[config.mk]
export PLATFORM = sky130hd
export DESIGN_NAME = uart_rx_param
export DESIGN_NICKNAME = d
export VERILOG_FILES = /design/src/rtl/uart_pkg.sv /design/src/rtl/uart_sync2.sv /design/src/rtl/uart_rx_param.sv
export SDC_FILE = /design/constraint.sdc
export NUM_CORES = 1
export LEC_CHECK = 0
export ABC_AREA = 1
export CORE_ASPECT_RATIO = 2
export CORE_MARGIN = 8
export CORE_UTILIZATION = 55
export DETAILED_ROUTE_END_ITERATION = 8
export PLACE_DENSITY = 0.77
export REMOVE_ABC_BUFFERS = 1
export SYNTH_ARGS = -nofsm -noshare
export SYNTH_HDL_FRONTEND = slang
export SYNTH_SLANG_ARGS = --single-unit
[constraint.sdc]
create_clock -name i_Clock -period 3 [get_ports i_Clock]
set_clock_uncertainty 0.1 [all_clocks]
set_input_delay 0.6 -clock i_Clock [delete_from_list [all_inputs] [get_ports i_Clock]]
set_output_delay 0.6 -clock i_Clock [all_outputs]
set_load 0.01 [all_outputs]
[src/rtl/uart_pkg.sv]
// Shared UART definitions: parity modes, receiver state encoding and a
// constant-foldable clog2 used to size counters from parameters.
package uart_pkg;

   localparam int PAR_NONE = 0;
   localparam int PAR_ODD  = 1;
   localparam int PAR_EVEN = 2;

   localparam logic [2:0] ST_IDLE_ENC  = 3'd0;
   localparam logic [2:0] ST_START_ENC = 3'd1;
   localparam logic [2:0] ST_DATA_ENC  = 3'd2;
   localparam logic [2:0] ST_PAR_ENC   = 3'd3;
   localparam logic [2:0] ST_STOP_ENC  = 3'd4;
   localparam logic [2:0] ST_DONE_ENC  = 3'd5;
   localparam logic [2:0] ST_BREAK_ENC = 3'd6;

   typedef enum logic [2:0] {
      ST_IDLE  = ST_IDLE_ENC,
      ST_START = ST_START_ENC,
      ST_DATA  = ST_DATA_ENC,
      ST_PAR   = ST_PAR_ENC,
      ST_STOP  = ST_STOP_ENC,
      ST_DONE  = ST_DONE_ENC,
      ST_BREAK = ST_BREAK_ENC
   } rx_state_t;

   // Bits needed to hold values 0..value-1; never less than 1.
   function automatic int clog2(input int value);
      int r;
      r = 0;
      for (int i = 0; i < 31; i++) begin
         if ((1 << i) < value) r = i + 1;
      end
      return (r == 0) ? 1 : r;
   endfunction

endpackage

[src/rtl/uart_sync2.sv]
// Two-flop synchroniser for an asynchronous single-bit input. The reset
// value is a parameter so idle-high lines do not glitch out of reset.
module uart_sync2 #(
   parameter logic RESET_VAL = 1'b1
) (
   input  logic i_Clock,
   input  logic i_reset,
   input  logic i_async,
   output logic o_sync
);

   logic meta;

   // Shift the async input through two flops to settle metastability.
   // NOTE: non-blocking assignments make both flops sample the old values at
   // the same edge; blocking here would collapse the chain into one flop.
   always_ff @(posedge i_Clock) begin
      if (i_reset) begin
         meta   <= RESET_VAL;
         o_sync <= RESET_VAL;
      end else begin
         meta   <= i_async;
         o_sync <= meta;
      end
   end

endmodule

[src/rtl/uart_rx_param.sv]
// Parametrised UART receiver: oversampled start detection, mid-bit sampling,
// 5..9 data bits, optional odd/even parity, 1 or 2 stop bits, break hold-off.
module uart_rx_param
   import uart_pkg::*;
#(
   parameter int DATA_BITS = 8,
   parameter int OVS       = 16,
   parameter int PARITY    = 0,
   parameter int STOP_BITS = 1
) (
   input  logic                 i_Clock,
   input  logic                 i_reset,
   input  logic                 i_Rx_Serial,
   input  logic                 i_tick,
   output logic                 o_Rx_Done,
   output logic [DATA_BITS-1:0] o_Rx_Byte,
   output logic                 o_Parity_Err,
   output logic                 o_Frame_Err,
   output logic                 o_Busy
);

   localparam int TW = clog2(OVS);
   localparam int BW = clog2(DATA_BITS + 1);

   localparam logic [TW-1:0] T_HALF      = TW'(OVS / 2 - 1);
   localparam logic [TW-1:0] T_LAST      = TW'(OVS - 1);
   localparam logic [BW-1:0] B_LAST_DATA = BW'(DATA_BITS - 1);
   localparam logic [BW-1:0] B_LAST_STOP = BW'(STOP_BITS - 1);
   localparam logic          HAS_PAR     = (PARITY != PAR_NONE);
   localparam logic          PAR_EXPECT  = (PARITY == PAR_ODD);

   rx_state_t             state;
   logic [TW-1:0]         tcnt;
   logic [BW-1:0]         bcnt;
   logic [DATA_BITS-1:0]  shreg;
   logic                  par_pend;
   logic                  frame_pend;
   logic                  rx_s;

   uart_sync2 #(.RESET_VAL(1'b1)) u_sync (
      .i_Clock (i_Clock),
      .i_reset (i_reset),
      .i_async (i_Rx_Serial),
      .o_sync  (rx_s)
   );

   // Receive FSM with its counters, shift register, pending flags and
   // registered outputs; reset wins over every other event.
   // NOTE: the shift register is reset along with the control state so a
   // reset mid-frame can never leak partial data into a later o_Rx_Byte.
   always_ff @(posedge i_Clock) begin
      if (i_reset) begin
         state        <= ST_IDLE;
         tcnt         <= '0;
         bcnt         <= '0;
         shreg        <= '0;
         par_pend     <= 1'b0;
         frame_pend   <= 1'b0;
         o_Rx_Done    <= 1'b0;
         o_Rx_Byte    <= '0;
         o_Parity_Err <= 1'b0;
         o_Frame_Err  <= 1'b0;
         o_Busy       <= 1'b0;
      end else begin
         o_Rx_Done <= 1'b0;
         unique case (state)
            ST_IDLE: begin
               if (!rx_s) begin
                  state      <= ST_START;
                  tcnt       <= '0;
                  par_pend   <= 1'b0;
                  frame_pend <= 1'b0;
                  o_Busy     <= 1'b1;
               end
            end
            ST_START: begin
               if (i_tick) begin
                  if (tcnt == T_HALF) begin
                     tcnt <= '0;
                     if (!rx_s) begin
                        state <= ST_DATA;
                        bcnt  <= '0;
                     end else begin
                        state  <= ST_IDLE;
                        o_Busy <= 1'b0;
                     end
                  end else begin
                     tcnt <= tcnt + 1'b1;
                  end
               end
            end
            ST_DATA: begin
               if (i_tick) begin
                  if (tcnt == T_LAST) begin
                     tcnt  <= '0;
                     shreg <= {rx_s, shreg[DATA_BITS-1:1]};
                     if (bcnt == B_LAST_DATA) begin
                        bcnt  <= '0;
                        state <= HAS_PAR ? ST_PAR : ST_STOP;
                     end else begin
                        bcnt <= bcnt + 1'b1;
                     end
                  end else begin
                     tcnt <= tcnt + 1'b1;
                  end
               end
            end
            ST_PAR: begin
               if (i_tick) begin
                  if (tcnt == T_LAST) begin
                     tcnt     <= '0;
                     par_pend <= ((^shreg ^ rx_s) != PAR_EXPECT);
                     state    <= ST_STOP;
                  end else begin
                     tcnt <= tcnt + 1'b1;
                  end
               end
            end
            ST_STOP: begin
               if (i_tick) begin
                  if (tcnt == T_LAST) begin
                     tcnt <= '0;
                     if (!rx_s) frame_pend <= 1'b1;
                     if (bcnt == B_LAST_STOP) begin
                        bcnt  <= '0;
                        state <= ST_DONE;
                     end else begin
                        bcnt <= bcnt + 1'b1;
                     end
                  end else begin
                     tcnt <= tcnt + 1'b1;
                  end
               end
            end
            ST_DONE: begin
               o_Rx_Done    <= 1'b1;
               o_Rx_Byte    <= shreg;
               o_Parity_Err <= HAS_PAR && par_pend;
               o_Frame_Err  <= frame_pend;
               o_Busy       <= 1'b0;
               state        <= (frame_pend && !rx_s) ? ST_BREAK : ST_IDLE;
            end
            ST_BREAK: begin
               if (rx_s) state <= ST_IDLE;
            end
            default: state <= ST_IDLE;
         endcase
      end
   end

endmodule

==> impl_metrics.py, run 1 <==
# Physical implementation metrics
metrics = {
    "status": {
        "status": "complete, no violations",
    },
    "logic_synthesis": {
        "simple_gate_area_share_pct": 37.8,
        "edf_count": 0,
        "ys_top_logic_family": "simple AND/OR/NAND/NOR gates",
        "dominantRegCellSynth": "dfxtp_1",
        "yosys_area_um2": 1600,
        "yosys_warnings": 0,
        "top_cells_by_area": "dfxtp_1 41%, nor2_1 13%, nand2_1 11%",
        "adder_share_pct": 2.35,
        "seq_area_frac_synth_pct": 41.3,
        "mux_share_pct": 0,
        "ys_cells": 235,
        "avgSynthCellArea_um2": 6.80,
        "async_flop_share_pct": 0,
        "synth.most_common_cell": "nor2_1",
        "aoi_share_pct": 10.6,
        "ys_ff": 33,
        "synthXorXnorAreaFrac_pct": 0.548,
        "synth_area_um2": 1600,
    },
    "routing": {
        "drt_iter0_drc": 46,
        "via_per_inst": 5.10,
        "dr_wl_met2_mm": 1.86,
        "wl_per_cell_um": 12.0,
        "drt-total-wl_mm": 3.36,
        "drc": 0,
        "drt-met1-wl_mm": 1.36,
        "vias": 1433,
        "drt_first_pass_iters": 4,
    },
    "cells_and_area": {
        "flop_area_um2": 661,
        "drive_gt1_share_pct": 12.3,
        "final_net_count": 259,
        "n_antenna_cell": 0,
        "clk_share_pct": 4.71,
        "num-fill-cells": 268,
        "area_growth_pct": 14.7,
        "buffer_area_share_pct": 8.05,
        "inverters": 21,
        "logic_gate_count": 176,
        "final_cell_mix": "54 x nor2_1, 48 x nand2_1, 33 x dfxtp_1, 19 x o21ai_0, 15 x inv_1",
        "sh_comb_area_pct": 44.9,
        "buffers": 15,
        "logic_area_um2": 823,
        "clock_buffers": 7,
    },
    "placement": {
        "portBuffers": 14,
        "dp_hpwl_mm": 2.56,
        "gp_congestion": 0.880,
        "place_ws_ns": 0.733,
    },
    "clocking": {
        "cts_made_buffers": 5,
        "cts_tree": "done",
        "clk_root_buffer_cell": "clkbuf_8",
        "htreeDepth": 2,
        "cts_setup_buffers": 0,
        "cts_hold_buf": 0,
        "clk_pin_slew_ns": 0.07,
    },
    "grt": {
        "grt_busiest_layer": "met2",
        "grt_pass1_vias": 1375,
        "grtUsageMet2_pct": 26.7,
        "overflow": 0,
        "use_met3_pct": 3.07,
        "antenna_found_initial": 0,
        "grt_usage_pct": 14.9,
        "grt_pass1_wl_mm": 5.80,
    },
    "sta": {
        "timing.hold.ws_ns": 0.310,
        "hold_viol_final": 0,
        "min_period_ns": 1.97,
        "slew_violations": 0,
        "relSlewSlack_pct": 54.9,
        "rsz0062_at_grt": "false",
        "max_clock_freq_ghz": 0.507,
        "fin_crit_sh_pct": 65.7,
    },
    "power_and_ir_drop": {
        "p_comb_w": 0.000545,
        "leakage_nw": 0.839,
        "cellPowerDensity_nw_per_um2": 781,
        "sw_frac_of_total_pct": 38.5,
        "pg_seq_w": 0.000554,
        "maxPowerGroup": "registers",
        "power.total_w": 0.00143,
        "internal_power_w": 0.000880,
        "switchingPower_w": 0.000552,
        "seq_power_share_pct": 38.7,
    },
    "die": {
        "floorplan.core_util_pct": 57.7,
        "core_um2": 2770,
        "dieHeight_um": 92.2,
        "tap_cells": 29,
        "ioPinCount": 16,
        "die-area_um2": 4990,
    },
    "critical_path": {
        "worst_setup_path_end_kind": "register",
        "critPathBufInv": 3,
        "crit_path_end": "shreg[7]",
        "arrival_ns": 2.08,
        "critical_path_peak_fanout": 9,
        "worst_ep_required_time_ns": 3.11,
        "rr_worst_depth": 7,
        "cp_cell_sequence": "clkdlybuf4s50_1 > inv_1 > nor2_1 > nand2_1 > inv_2 > o21ai_0 > a21oi_1",
        "timing.rr.end": "shreg[7]",
        "r2r-start": "tcnt[0]",
        "cp_slowest_cell": "clkdlybuf4s50_1",
        "crit_type": "in -> reg",
        "crit_start": "i_tick",
    },
    "min_path": {
        "hold_depth": 1,
        "min-delay-start": "u_sync.meta",
        "min_to": "u_sync.o_sync",
    },
    "job": {
        "warnings": 26,
    },
}
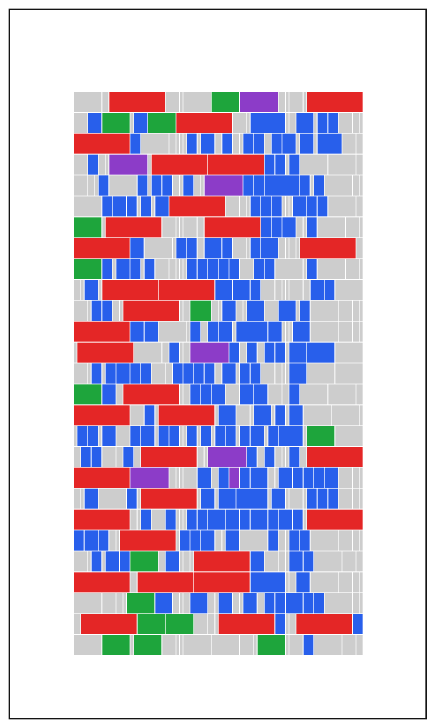
Fig. 1. Cell classes on the final placement (run 1).
Fill, decap, tap and diode cells in grey.
[purple] clock drivers and dummy loads | cells: 7 | share of their area: 4.8%
[red] flops | cells: 33 | share of their area: 37%
[blue] combinational and other logic | cells: 197 | share of their area: 50%
[green] other buffers and delay cells | cells: 15 | share of their area: 8.2%

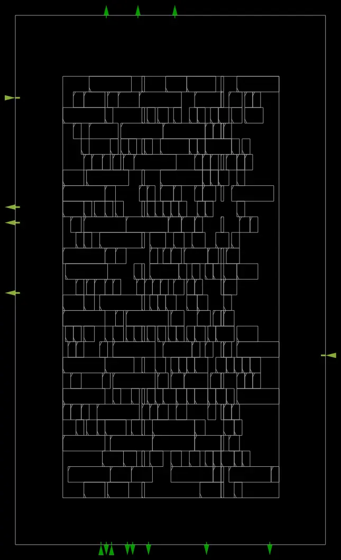
Fig. 2. Cell placement (run 1).
Final Util: 66.2%
flop share of the area: 36.0%
Finished Layout Cells: 281
flop count: 33
Site Rows: 27

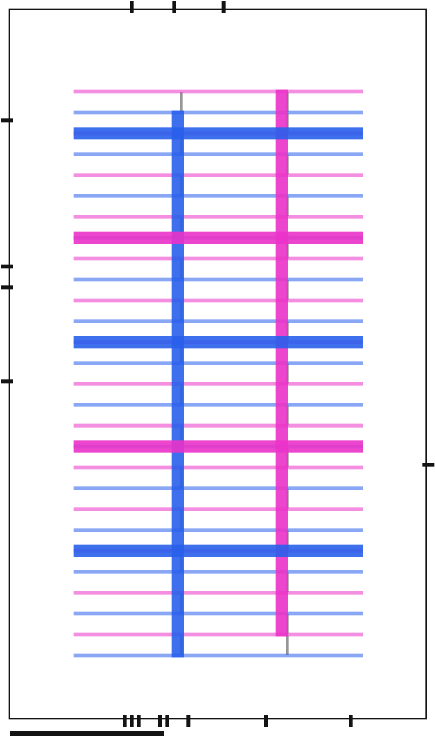
Fig. 3. Power grid (run 1).
Bar = 20 µm. Pins as bars on the die edge. Tap cells in grey.
[magenta] VDD
[blue] VSS
rows: 27
tap cells: 29
signal pins: 16
met4 straps: 2
met1 rails: 28

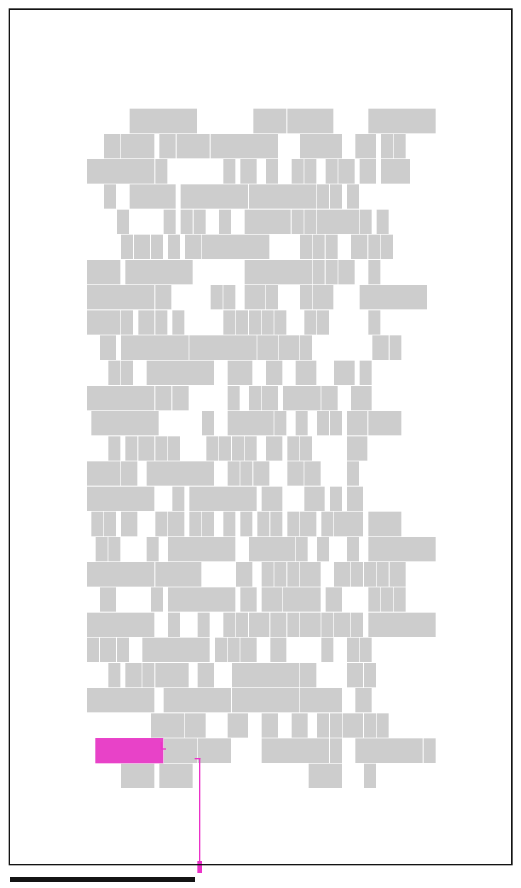
Fig. 4. Nets reached from selected ports (run 1).
Bar = 20 µm.
[magenta] `o_Rx_Done` | bits: 1 | direction: output | edge: bottom | end cells: 1 | buffers: 1 | wire: 12.7 µm

==> run 2: changes to the inputs <==
--- a/config.mk
+++ b/config.mk
@@ -8,9 +8,9 @@
 export ABC_AREA = 1
 export CORE_ASPECT_RATIO = 2
 export CORE_MARGIN = 8
-export CORE_UTILIZATION = 55
+export CORE_UTILIZATION = 50
 export DETAILED_ROUTE_END_ITERATION = 8
-export PLACE_DENSITY = 0.77
+export PLACE_DENSITY = 0.74
 export REMOVE_ABC_BUFFERS = 1
 export SYNTH_ARGS = -nofsm -noshare
 export SYNTH_HDL_FRONTEND = slang
==> constraint.sdc (replaced) <==
create_clock -name i_Clock -period 1.7 [get_ports i_Clock]
set_clock_uncertainty 0.1 [all_clocks]
set_input_delay 0.34 -clock i_Clock [delete_from_list [all_inputs] [get_ports i_Clock]]
set_output_delay 0.34 -clock i_Clock [all_outputs]
set_load 0.01 [all_outputs]
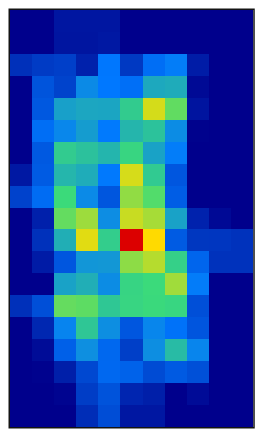
Fig. 5. Routed metal per tile (run 2).
The die is cut into 11 by 19 equal tiles; dark blue is low, red is high, scaled to the fullest tile. Values are wire area over tile area, all layers added.
densest ninth of the die: middle
mean over tiles: 0.10
emptiest ninth of the die: top right
fullest tile: 0.56

==> impl_metrics.py, run 2 <==
# Physical implementation metrics
metrics = {
    "cells_and_area": {
        "inverters": 21,
        "seq_cells": 33,
        "final_cell_mix": "53 x nor2_1, 47 x nand2_1, 33 x dfxtp_1, 19 x o21ai_0, 15 x inv_1",
        "buffer_area_share_pct": 12.0,
        "n_antenna_cell": 0,
        "clock_buffers": 7,
        "seq_area_share_pct": 33.8,
        "area_growth_pct": 22.4,
        "clk_share_pct": 5.18,
        "final_net_count": 269,
        "sh_comb_area_pct": 43.0,
        "stdcell_count": 294,
        "logic_area_um2": 841,
        "logic_gate_count": 176,
    },
    "critical_path": {
        "critical_path_peak_fanout": 2,
        "timing.rr.end": "bcnt[3]",
        "crit_type": "reg -> out",
        "crit_path_end": "o_Frame_Err",
        "arrival_ns": 1.17,
        "crit_start": "o_Frame_Err",
        "rr_worst_depth": 9,
        "worst_setup_path_end_kind": "output pin",
        "worst_ep_required_time_ns": 1.26,
    },
    "placement": {
        "place_ws_ns": -0.0767,
        "dp_hpwl_mm": 2.65,
        "portBuffers": 14,
    },
    "min_path": {
        "min-delay-start": "u_sync.meta",
        "hold_depth": 1,
    },
    "die": {
        "floorplan.core_util_pct": 51.2,
        "ioPinCount": 16,
        "die-area_um2": 5370,
        "core_um2": 3120,
    },
    "logic_synthesis": {
        "synth_area_um2": 1600,
        "top_cells_by_area": "dfxtp_1 41%, nor2_1 13%, nand2_1 11%",
        "dominantRegCellSynth": "dfxtp_1",
        "avgSynthCellArea_um2": 6.80,
        "mux_share_pct": 0,
        "ys_top_logic_family": "simple AND/OR/NAND/NOR gates",
        "edf_count": 0,
        "aoi_share_pct": 10.6,
        "yosys_warnings": 0,
        "adder_share_pct": 2.35,
        "async_flop_share_pct": 0,
        "synthXorXnorAreaFrac_pct": 0.548,
        "synth.most_common_cell": "nor2_1",
    },
    "power_and_ir_drop": {
        "power.total_w": 0.00267,
        "seq_power_share_pct": 36.2,
    },
    "routing": {
        "via_per_inst": 5.07,
        "vias": 1490,
        "drt-met1-wl_mm": 1.35,
        "dr_wl_met2_mm": 1.98,
        "drt_first_pass_iters": 4,
        "drt_iter0_drc": 63,
    },
    "sta": {
        "fin_crit_sh_pct": 94.8,
        "hold_viol_final": 0,
        "min_period_ns": 1.61,
        "timing.hold.ws_ns": 0.317,
    },
    "grt": {
        "antenna_found_initial": 0,
        "grt_pass1_wl_mm": 6.11,
        "use_met3_pct": 3.17,
        "grt_pass1_vias": 1422,
        "grtUsageMet2_pct": 26.7,
        "grt_busiest_layer": "met2",
    },
    "clocking": {
        "cts_hold_buf": 0,
        "clk_pin_slew_ns": 0.07,
        "cts_made_buffers": 5,
        "cts_tree": "done",
    },
    "status": {
        "status": "complete, no violations",
    },
}
==> run 3: changes to the inputs <==
--- a/config.mk
+++ b/config.mk
@@ -10,6 +10,7 @@
 export CORE_MARGIN = 8
 export CORE_UTILIZATION = 50
 export DETAILED_ROUTE_END_ITERATION = 8
+export MAX_ROUTING_LAYER = met4
 export PLACE_DENSITY = 0.74
 export REMOVE_ABC_BUFFERS = 1
 export SYNTH_ARGS = -nofsm -noshare
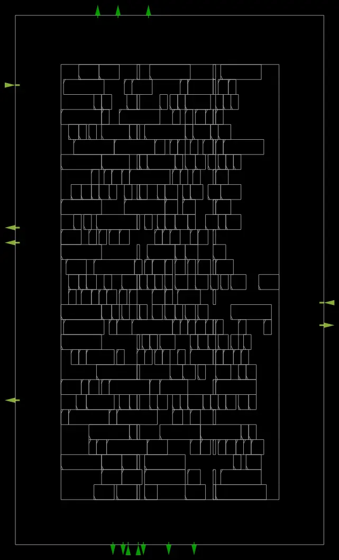
Fig. 6. Cell placement (run 3).
Fillers: 293
Core ar.: 3120 µm²
# Taps: 31

==> impl_metrics.py, run 3 <==
# Physical implementation metrics
metrics = {
    "logic_synthesis": {
        "edf_count": 0,
        "synth_area_um2": 1600,
        "top_cells_by_area": "dfxtp_1 41%, nor2_1 13%, nand2_1 11%",
        "adder_share_pct": 2.35,
        "seq_area_frac_synth_pct": 41.3,
        "dominantRegCellSynth": "dfxtp_1",
        "synth.most_common_cell": "nor2_1",
        "ys_cells": 235,
        "async_flop_share_pct": 0,
        "ys_ff": 33,
        "synthXorXnorAreaFrac_pct": 0.548,
        "avgSynthCellArea_um2": 6.80,
        "simple_gate_area_share_pct": 37.8,
        "aoi_share_pct": 10.6,
        "ys_top_logic_family": "simple AND/OR/NAND/NOR gates",
        "yosys_area_um2": 1600,
        "mux_share_pct": 0,
        "yosys_warnings": 0,
    },
    "routing": {
        "drc": 0,
        "drt_first_pass_iters": 4,
        "wl_per_cell_um": 12.0,
        "via_per_inst": 5.07,
        "ant_nets": 0,
        "drt-met1-wl_mm": 1.37,
        "vias": 1492,
        "dr_wl_met2_mm": 1.97,
    },
    "clocking": {
        "htreeDepth": 2,
        "cts_hold_buf": 0,
        "cts_made_buffers": 5,
        "cts_tree": "done",
        "clk_pin_slew_ns": 0.07,
        "clk_root_buffer_cell": "clkbuf_8",
        "cts_setup_buffers": 0,
    },
    "cells_and_area": {
        "drive_gt1_share_pct": 17.9,
        "area_growth_pct": 22.4,
        "final_cell_mix": "53 x nor2_1, 47 x nand2_1, 33 x dfxtp_1, 19 x o21ai_0, 15 x inv_1",
        "n_antenna_cell": 0,
        "logic_gate_count": 176,
        "seq_area_share_pct": 33.8,
        "seq_cells": 33,
        "buffers": 25,
        "stdcell_count": 294,
        "clk_share_pct": 5.18,
        "logic_area_um2": 841,
        "clock_buffers": 7,
        "finish.utilization_pct": 62.7,
        "final_net_count": 269,
        "buffer_area_share_pct": 12.0,
        "flop_area_um2": 661,
        "inverters": 21,
    },
    "power_and_ir_drop": {
        "p_comb_w": 0.00106,
        "power.total_w": 0.00267,
        "switchingPower_w": 0.00100,
        "pg_seq_w": 0.000965,
        "seq_power_share_pct": 36.2,
        "leakage_nw": 0.901,
        "sw_frac_of_total_pct": 37.5,
        "maxPowerGroup": "combinational cells",
        "internal_power_w": 0.00167,
    },
    "critical_path": {
        "crit_start": "o_Frame_Err",
        "worst_ep_required_time_ns": 1.26,
        "crit_type": "reg -> out",
        "cp_cell_sequence": "clkdlybuf4s50_1",
        "cp_slowest_cell": "clkdlybuf4s50_1",
        "rr_worst_depth": 9,
        "timing.rr.end": "bcnt[3]",
        "critPathBufInv": 1,
        "crit_path_end": "o_Frame_Err",
        "worst_setup_path_end_kind": "output pin",
        "arrival_ns": 1.17,
        "r2r-start": "tcnt[1]",
    },
    "grt": {
        "grt_pass1_wl_mm": 6.13,
        "use_met3_pct": 3.04,
        "grt_usage_pct": 14.3,
        "antenna_found_initial": 0,
        "grt_busiest_layer": "met2",
        "overflow": 0,
        "grt_pass1_vias": 1420,
        "grtUsageMet2_pct": 26.7,
    },
    "die": {
        "floorplan.core_util_pct": 51.2,
        "die-area_um2": 5370,
        "placementRows": 29,
        "ioPinCount": 16,
        "dieHeight_um": 95.9,
    },
    "placement": {
        "dp_hpwl_mm": 2.65,
        "place_ws_ns": -0.0767,
        "gp_congestion": 0.847,
        "portBuffers": 14,
    },
    "min_path": {
        "hold_path.class": "reg -> reg",
        "hold_depth": 1,
        "min-delay-start": "u_sync.meta",
        "min_to": "u_sync.o_sync",
    },
    "sta": {
        "fin_crit_sh_pct": 94.9,
        "hold_viol_final": 0,
        "max_clock_freq_ghz": 0.620,
        "rsz0062_at_grt": "false",
        "slew_violations": 0,
        "min_period_ns": 1.61,
    },
    "job": {
        "warnings": 26,
    },
    "status": {
        "status": "complete, no violations",
    },
}
